<file path="config.mk">
export PLATFORM = sky130hd
export DESIGN_NAME = rvx_test_bus_shim
export DESIGN_NICKNAME = d
export VERILOG_FILES = /design/src/rtl/rvx_test_bus_shim.sv
export SDC_FILE = /design/constraint.sdc
export NUM_CORES = 1
export LEC_CHECK = 0
export ABC_AREA = 1
export CORE_UTILIZATION = 36
export CTS_BUF_LIST = sky130_fd_sc_hd__clkbuf_8
export CTS_CLUSTER_DIAMETER = 60
export DETAILED_ROUTE_END_ITERATION = 8
export SLEW_MARGIN = 5
export SYNTH_ARGS = -nofsm -noshare
export SYNTH_HDL_FRONTEND = slang
export SYNTH_SLANG_ARGS = --single-unit
</file>
<file path="constraint.sdc">
create_clock -name clock -period 2.3 [get_ports clock]
set_clock_uncertainty 0.2 [all_clocks]
set_input_delay 0.46 -clock clock [delete_from_list [all_inputs] [get_ports clock]]
set_output_delay 0.46 -clock clock [all_outputs]
set_load 0.01 [all_outputs]
</file>
<file path="src/rtl/rvx_test_bus_shim.sv">
`timescale 1ns/1ps
// Data-bus shim for the unit-test harness: injects fixed or LFSR-random wait states
// ahead of the memory port and serves the tohost mailbox and the 64-bit timer locally.
module rvx_test_bus_shim #(
    parameter int unsigned WAIT_MODE      = 0,
    parameter int unsigned WAIT_CYCLES    = 0,
    parameter logic [7:0]  LFSR_SEED      = 8'hA5,
    parameter logic [31:0] TOHOST_ADDRESS = 32'h0000_1000,
    parameter logic [31:0] MTIME_ADDRESS  = 32'h0000_1008
) (
    input  logic        clock,
    input  logic        reset_n,
    input  logic [31:0] s_address,
    output logic [31:0] s_rdata,
    input  logic        s_rrequest,
    output logic        s_rresponse,
    input  logic [31:0] s_wdata,
    input  logic [3:0]  s_wstrobe,
    input  logic        s_wrequest,
    output logic        s_wresponse,
    output logic [31:0] m_address,
    input  logic [31:0] m_rdata,
    output logic        m_rrequest,
    input  logic        m_rresponse,
    output logic [31:0] m_wdata,
    output logic [3:0]  m_wstrobe,
    output logic        m_wrequest,
    input  logic        m_wresponse,
    output logic [63:0] memory_mapped_timer,
    output logic [31:0] tohost_value,
    output logic        test_done,
    output logic        test_pass,
    output logic        protocol_error
);

    typedef enum logic [2:0] {IDLE, DELAY, ISSUE, WAIT_RESP, LOCAL} state_t;

    localparam logic [3:0]  WAIT_MAX         = 4'(WAIT_CYCLES);
    localparam logic [31:0] MTIME_HI_ADDRESS = MTIME_ADDRESS + 32'd4;

    state_t      state;
    state_t      state_next;
    logic [31:0] address_q;
    logic [31:0] wdata_q;
    logic [3:0]  wstrobe_q;
    logic        write_q;
    logic        local_q;
    logic        tohost_q;
    logic [3:0]  count;
    logic [31:0] local_rdata;
    logic [7:0]  lfsr;
    logic [63:0] timer;
    logic [3:0]  wait_n;
    logic [31:0] merged;
    logic        any_request;
    logic        hit_tohost;
    logic        hit_mtime_lo;
    logic        hit_mtime_hi;
    logic        hit_local;

    assign any_request  = s_rrequest | s_wrequest;
    assign hit_tohost   = s_address[31:2] == TOHOST_ADDRESS[31:2];
    assign hit_mtime_lo = s_address[31:2] == MTIME_ADDRESS[31:2];
    assign hit_mtime_hi = s_address[31:2] == MTIME_HI_ADDRESS[31:2];
    assign hit_local    = hit_tohost | hit_mtime_lo | hit_mtime_hi;

    assign m_address           = address_q;
    assign m_wdata             = wdata_q;
    assign m_wstrobe           = wstrobe_q;
    assign memory_mapped_timer = timer;

    always_comb begin
        wait_n = 4'd0;
        if (WAIT_MODE == 1) begin
            wait_n = WAIT_MAX;
        end else if (WAIT_MODE == 2) begin
            wait_n = (lfsr[3:0] < WAIT_MAX) ? lfsr[3:0] : WAIT_MAX;
        end
    end

    always_comb begin
        merged = tohost_value;
        for (int b = 0; b < 4; b++) begin
            if (wstrobe_q[b]) merged[8*b +: 8] = wdata_q[8*b +: 8];
        end
    end

    always_comb begin
        state_next  = state;
        m_rrequest  = 1'b0;
        m_wrequest  = 1'b0;
        s_rresponse = 1'b0;
        s_wresponse = 1'b0;
        s_rdata     = '0;
        case (state)
            IDLE: begin
                if (any_request) begin
                    if (wait_n != 4'd0)  state_next = DELAY;
                    else if (hit_local)  state_next = LOCAL;
                    else                 state_next = ISSUE;
                end
            end
            DELAY: begin
                if (count == 4'd1) state_next = local_q ? LOCAL : ISSUE;
            end
            ISSUE: begin
                m_rrequest = ~write_q;
                m_wrequest = write_q;
                state_next = WAIT_RESP;
            end
            WAIT_RESP: begin
                // Responses pass straight through so the memory latency is not stretched.
                s_rresponse = m_rresponse;
                s_wresponse = m_wresponse;
                if (m_rresponse) s_rdata = m_rdata;
                if (write_q ? m_wresponse : m_rresponse) state_next = IDLE;
            end
            LOCAL: begin
                s_rresponse = ~write_q;
                s_wresponse = write_q;
                if (!write_q) s_rdata = local_rdata;
                state_next = IDLE;
            end
            default: state_next = IDLE;
        endcase
    end

    always_ff @(posedge clock or negedge reset_n) begin
        if (!reset_n) begin
            state          <= IDLE;
            address_q      <= '0;
            wdata_q        <= '0;
            wstrobe_q      <= '0;
            write_q        <= 1'b0;
            local_q        <= 1'b0;
            tohost_q       <= 1'b0;
            count          <= '0;
            local_rdata    <= '0;
            lfsr           <= LFSR_SEED;
            timer          <= '0;
            tohost_value   <= '0;
            test_done      <= 1'b0;
            test_pass      <= 1'b0;
            protocol_error <= 1'b0;
        end else begin
            state <= state_next;
            lfsr  <= {lfsr[6:0], lfsr[7] ^ lfsr[5] ^ lfsr[4] ^ lfsr[3]};
            timer <= timer + 64'd1;
            if (state == IDLE && any_request) begin
                address_q   <= s_address;
                wdata_q     <= s_wdata;
                wstrobe_q   <= s_wstrobe;
                write_q     <= s_wrequest;
                local_q     <= hit_local;
                tohost_q    <= hit_tohost;
                count       <= wait_n;
                local_rdata <= hit_tohost   ? tohost_value :
                               hit_mtime_lo ? timer[31:0]  : timer[63:32];
            end
            if (state == DELAY) count <= count - 4'd1;
            if ((any_request && state != IDLE) || (s_rrequest && s_wrequest)) begin
                protocol_error <= 1'b1;
            end
            // The mailbox freezes once a result has been reported.
            if (state == LOCAL && write_q && tohost_q && !test_done) begin
                tohost_value <= merged;
                if (merged != 32'd0) begin
                    test_done <= 1'b1;
                    test_pass <= (merged == 32'd1);
                end
            end
        end
    end

endmodule
</file>
Run 1, signal wires on met1:
The bar under the picture is 50 µm long.
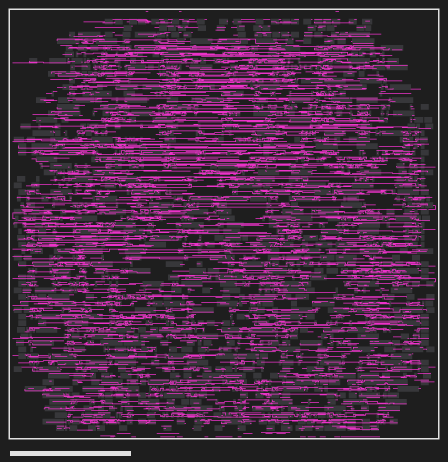
longest straight run	108 µm
main direction	horizontal
nets with wire on the layer	1788
share of all routed wire	45%

Run 1, congestion heat map:
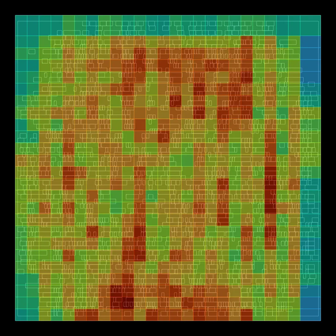
met1 Usage GRT: 36.6%
GR Util met2: 42.7%

Run 1, signal wires by layer:
The bar under the picture is 50 µm long. Only two layers are drawn.
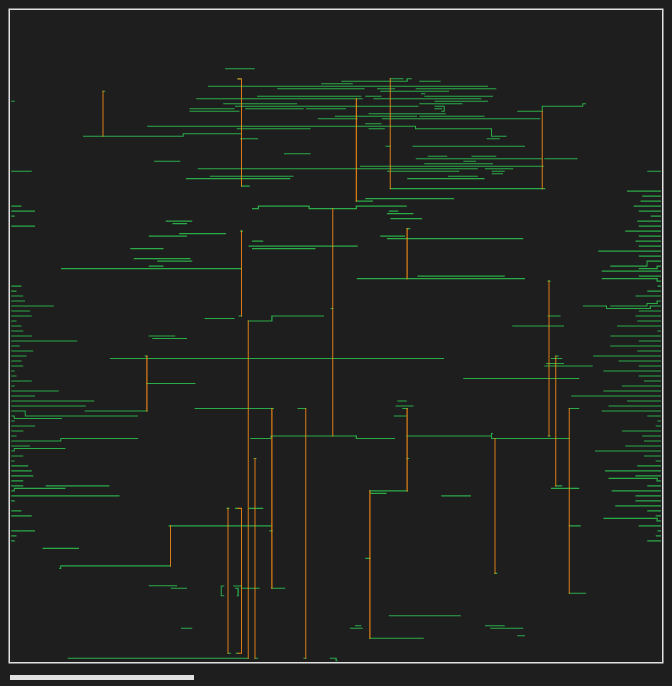
colour	layer	wire length
green	met3	3160 µm
orange	met4	817 µm

Run 1, layout detail:
The bar under the picture is 5 µm long. Window x 123 to 143, y 123 to 143 µm. Cells in grey, sequential cells in the stronger grey; small squares are vias.
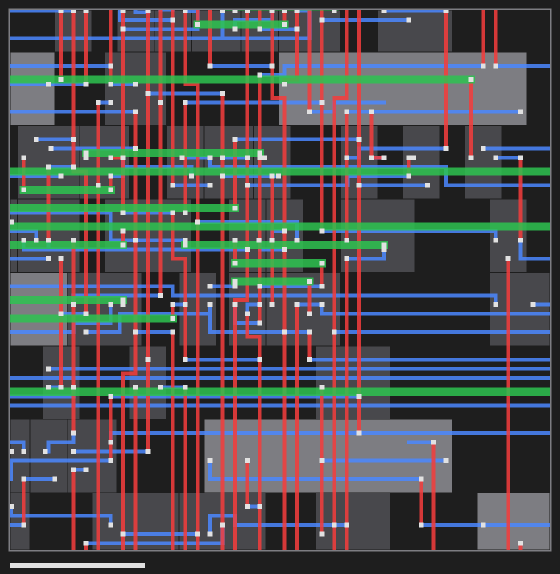
colour	layer
green	met3
blue	met1
red	met2
sequential cells in the window	2
most frequent	nand2_1 (10), buf_4 (5), inv_1 (4)
cells with their middle in the window	37
netlist names of flops here include	memory_mapped_timer (2)

==> CHANGELOG.md, run 1 <==
### Physical design

- Nets@finish: 1985
- Final WL: approximately 42 mm
- Crit-path cells: buf_6 > buf_6 > nor3_4 > inv_2 > nor2_1 > buf_2
- Yosys reg bits: 209
- Worst hold margin: between 0.2 and 0.25 ns
- Req. time, crit path: around 1.6 ns
- Antenna Nets Post-Route: 0
- Clk sink count: 209
- Reg2reg start: state[0]
- Final min period: 2.44 ns
- CP max stage cell: dfrtp_1
- Gate power share: 43.3%
- Max IR drop VDD: roughly 0.57 mV
- Placed insts: 2204
- WL per Instance: 18.3 µm
- Leakage power: 7.69 nW
- Design area: about 16000 µm²
- RSZ-0062 raised after global routing: true
- Final Hold Fails: 0
- Layout cells sized above 1: 16.0%
- Die X: roughly 180 µm
- Worst-margin pin slew: 0.626 ns
- Combinational power: 0.00674 W
- Util after Layout: around 55%
- Ports: 309
- Seq pwr share: 33.0%
- Max incr delay on CP: 0.42 ns
- Detailed Route Iter0 Violations: 893
- R2R depth: 10
- Initial antenna violation count: 1
- Worst Path Max Fanout: 3
- Synth Instances: 1479
- H-tree depth: 2
- Avg Cell Area, Syn: 7.50 µm²
- Status: complete, but fails checks
- Root buffer cell: clkbuf_8
- Post-DR vias/cell: 4.96
- Core Region: 30000 µm²
- Yosys cell count: 1479
- CP startpoint kind: flip-flop
- Family with the most delay on the worst path: buffers and inverters
- Clk pin slew, worst setup/hold paths: 0.06 ns
- Switch Pwr: 0.00590 W
- Final setup viols: 35
- TritonCTS clock tree: yes
- Vias in the first global route: 11.0k
- Power Density: 948 nW/µm²
- Port Buf Inserts: 308
- Setup_tns: -3.56 ns
- Setup crit end: m_rrequest
- Rel. slew slack: 57.9%
- Count of cell types in the netlist: 41
- DR pass1 iterations: 6
- Top cell area share: 47.2%
- Reg-to-reg endpoint: m_wdata[2]
- Rows: 63
- Largest area contributor in the netlist: dfrtp_1
- Clock group share of total power: 23.6%
- Area grow syn2layout: 48.0%
- CP Launch Point: state[0]
- Flop-to-flop setup slack: about 0.17 ns
- Setup crit end kind: output port
- Number of stages on the worst setup path: 6
- Failing checks: negative setup slack
- Fmax: 410 MHz
- EDFF count, synth: 0
- CP dominant cell by count: buf_6
- DP Area: roughly 15000 µm²
- Pre-CTS setup slack: -0.398 ns
- Tally of OpenROAD warnings: 29
- Gr ovfl total: 0
- GRT Util Overall: 26.7%
- Slew Viols, Final: 0
- Most frequent cells in the layout: 447 x nand2_1, 264 x clkdlybuf4s50_1, 189 x inv_1
- Netlist Area Pre-Place: 11100 µm²
- Fin cells: approximately 2.3k
- Register area share after synthesis: 47.2%
- Final worst setup slack: -0.139 ns
- Fp util: 37.0%
- Power Sequential: a little over 0.005 W
- Main synth FF type: dfrtp_1
-- run 1: cells in the mapped netlist (17+ instances only) --
| library cell | count |
|---|---|
| xor2_1 | 37 |
| a22oi_1 | 23 |
| clkbuf_1 | 20 |
| nor2_1 | 159 |
| nand2_1 | 450 |
| nand3_1 | 98 |
| nor3_1 | 27 |
| buf_2 | 26 |
| dfrtp_1 | 209 |
| a21oi_1 | 24 |
| o21ai_0 | 105 |
| inv_1 | 181 |
| o211ai_1 | 19 |
| nand4_1 | 17 |
-- run 1: logic make-up after synthesis --
logic type,after synthesis,synth area share [%]
AND-OR/OR-AND,180,9.26
adder cells (fa/ha/maj),3,0.339
AND/OR/NAND/NOR,786,30.2
buffers and inverters,247,8.71
flip-flops,209,47.2
XOR/XNOR,54,4.33
-- run 1: routing by layer --
layer / global-route usage, % / up-vias / wire length, µm
met3: 5.38 / 55 / 3160
met4: 6.91 / 0 / 816
met5: 0 / - / 0
li1: - / 5483 / -
met1: 36.6 / 5424 / 18700
met2: 42.7 / 410 / 19300
-- run 1: layout make-up --
class | instances | area, µm² | share of cell area, %
clock inverter | 19 | 91.3 | 0.556
sequential | 209 | 5270 | 32.1
multi-input combinational | 1023 | 5140 | 31.3
antenna | 1 | 2.50 | 0.0152
timing repair buffer | 412 | 4000 | 24.4
tap | 390 | 488 | 2.97
clock buffer | 51 | 702 | 4.28
inverter | 189 | 722 | 4.40
-- run 1: repair_timing --
action,CTS,global route
endpoints found under the setup margin,60,53
hold buffers,1,0
hold endpoints to repair,113,0
resized,247,42
pin swaps,4,3
setup buffers,10,6
cloned,1,1
==> run 1 -> run 2 <==
Settings changed: CORE_MARGIN set to 2.
==> CHANGELOG.md, run 2 <==
### Physical design

- Status: complete, but fails checks (unchanged)
- Failing checks: negative setup slack (unchanged)
- Tally of OpenROAD warnings: 29 (unchanged)
- Synth Instances: 1479 (unchanged)
- Final worst setup slack: -0.0788 ns (was -0.139 ns)
- TritonCTS clock tree: yes (unchanged)
- Setup_tns: -1.61 ns (was -3.56 ns)
- Crit-path cells: nor2_4 > nand3_4 > buf_12 > o21ai_0 > buf_2 (was buf_6 > buf_6 > nor3_4 > inv_2 > nor2_1 > buf_2)
- Top non-seq family: simple AND/OR/NAND/NOR gates (unchanged)
- Flop-to-flop setup slack: 0.11 ns (was 0.17 ns)
- Post-CTS Hold Fix Bufs: 1 (unchanged)
- Antenna Nets Post-Route: 0 (unchanged)
- Final min period: 2.38 ns (was 2.44 ns)
- Final WL: 41.3 mm (was 41.9 mm)
- Worst-margin pin slew: 0.567 ns (was 0.626 ns)
- Fp util: 36.4% (was 37.0%)
- Count of cell types in the netlist: 41 (unchanged)
- Port Buf Inserts: 308 (unchanged)
- Util after Layout: 52.7% (was 54.8%)
- Post-DR vias/cell: 4.89 (was 4.96)
- Netlist Area Pre-Place: 11100 µm² (unchanged)
- Synth cell count leaders: 450 x nand2_1, 209 x dfrtp_1, 181 x inv_1 (unchanged)
- Leakage power: 7.53 nW (was 7.69 nW)
- Largest area contributor in the netlist: dfrtp_1 (unchanged)
- Initial antenna violation count: 0 (was 1)
- Fa+ha+maj area frac: 0.339% (unchanged)
- # Post-CTS Setup Buffers: 8 (was 10)
- Slew Viols, Final: 0 (unchanged)
- Multiplexer share: 0% (unchanged)
- Nets@finish: 1964 (was 1985)
- Reg-to-reg endpoint: memory_mapped_timer[62] (was m_wdata[2])
- Die X: 180 µm (was 178 µm)
- Family with the most delay on the worst path: flip-flops (was buffers and inverters)
- GRT Util Overall: 25.4% (was 26.7%)
- H-tree depth: 2 (unchanged)
- Clk pin slew, worst setup/hold paths: 0.06 ns (about the same)
- Pre-CTS setup slack: -0.334 ns (was -0.398 ns)
- Area grow syn2layout: 44.7% (was 48.0%)
- Fmax: 420 MHz (was 410 MHz)
- CP startpoint kind: flip-flop (unchanged)
- Register area share after synthesis: 47.2% (unchanged)
- Ports: 309 (unchanged)
- Top cell area share: 47.2% (unchanged)
- Detailed Route Iter0 Violations: 724 (was 893)
- R2R depth: 9 (was 10)
- Main synth FF type: dfrtp_1 (unchanged)
- WL per Instance: 18.1 µm (was 18.3 µm)
- Req. time, crit path: 1.64 ns (about the same)
- Rows: 64 (was 63)
- Core Region: 30400 µm² (was 30000 µm²)
- Post-CTS resize count: 207 (was 247)
- Vias in the first global route: 11.1k (was 11.0k)
- EDFF count, synth: 0 (unchanged)
- Root buffer cell: clkbuf_8 (unchanged)
- Final Hold Fails: 0 (unchanged)
- Reg2reg start: memory_mapped_timer[0] (was state[0])
- Avg Cell Area, Syn: 7.50 µm² (unchanged)
- Most numerous cell in the Yosys netlist: nand2_1 (unchanged)
- Aoi share: 9.26% (unchanged)
- Final setup viols: 32 (was 35)
- Most frequent cells in the layout: 449 x nand2_1, 269 x clkdlybuf4s50_1, 186 x inv_1 (was 447 x nand2_1, 264 x clkdlybuf4s50_1, 189 x inv_1)
- Setup crit end kind: output port (unchanged)
- Power Density: 955 nW/µm² (was 948 nW/µm²)
- Max incr delay on CP: 0.44 ns (was 0.42 ns)
- Layout cells sized above 1: 13.7% (was 16.0%)
## run 2: routing by layer
metal	wire, µm	global-route usage, %	vias up
met5	0	0	-
met4	1090	7.45	0
met3	2370	4.07	61
met2	19200	41.5	336
met1	18700	34.9	5324
li1	-	-	5418
## run 2: through the flow
stage	cells	instance area (µm²)	hold slack, ns
2_1_floorplan	1479	11100	-0.0356
3_3_place_gp	2199	15100	0.247
3_5_place_dp	2199	15100	0.252
4_1_cts	2276	16000	0.238
5_1_grt	2278	16000	0.259
6_report	2278	16000	0.265
## run 2: final cells by class
type	instances	area, µm²	area share, %
Multi-Input combinational cell	1023	5000	31.2
Inverter	189	711	4.43
Clock buffer	56	771	4.80
Timing Repair Buffer	393	3730	23.2
Tap cell	396	495	3.09
Sequential cell	209	5260	32.8
Clock inverter	12	78.8	0.491
## run 2: how the worst max path moves through the flow
| stage | from | to | slack, ns | depth (start not counted) |
|---|---|---|---|---|
| after floorplan | memory_mapped_timer[1] | memory_mapped_timer[58] | 0.33 | 12 |
| after global placement | m_rresponse | s_rdata[6] | -0.28 | 5 |
| after detailed placement | m_rresponse | s_rdata[22] | -0.33 | 5 |
| after CTS | state[0] | s_rdata[22] | -0.07 | 5 |
| after global routing | state[0] | s_rdata[19] | -0.15 | 5 |
| final | state[0] | s_rdata[16] | -0.08 | 5 |
## run 2: power by group
part,leakage (nW),switching [W],internal (W),total (W)
sequential,2.68,0.000504,0.00465,0.00516
combinational,4.38,0.00356,0.00273,0.00628
clock,0.466,0.00163,0.00226,0.00389
## run 2: cells by family after synthesis
group | after synthesis
AND/OR/NAND/NOR | 786
buffers and inverters | 247
flip-flops | 209
AND-OR/OR-AND | 180
XOR/XNOR | 54
adder cells (fa/ha/maj) | 3
Run 2, signal wires on met1:
The bar under the picture is 50 µm long.
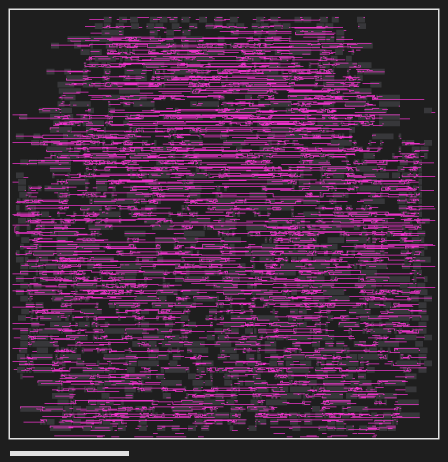
share of all routed wire	45%
longest straight run	59.8 µm

Run 2, layout detail:
The bar under the picture is 5 µm long. Window x 125 to 145, y 125 to 145 µm. Cells in grey, sequential cells in the stronger grey; small squares are vias.
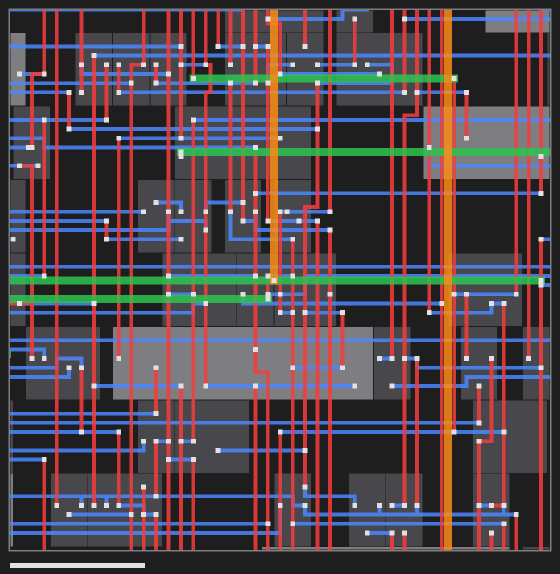
colour	layer
orange	met4
green	met3
blue	met1
red	met2
sequential cells in the window	2
cells with their middle in the window	30
netlist names of flops here include	memory_mapped_timer (2)
most frequent	nand2_1 (14), buf_4 (4)

Power is estimated from default activity; no workload was simulated.
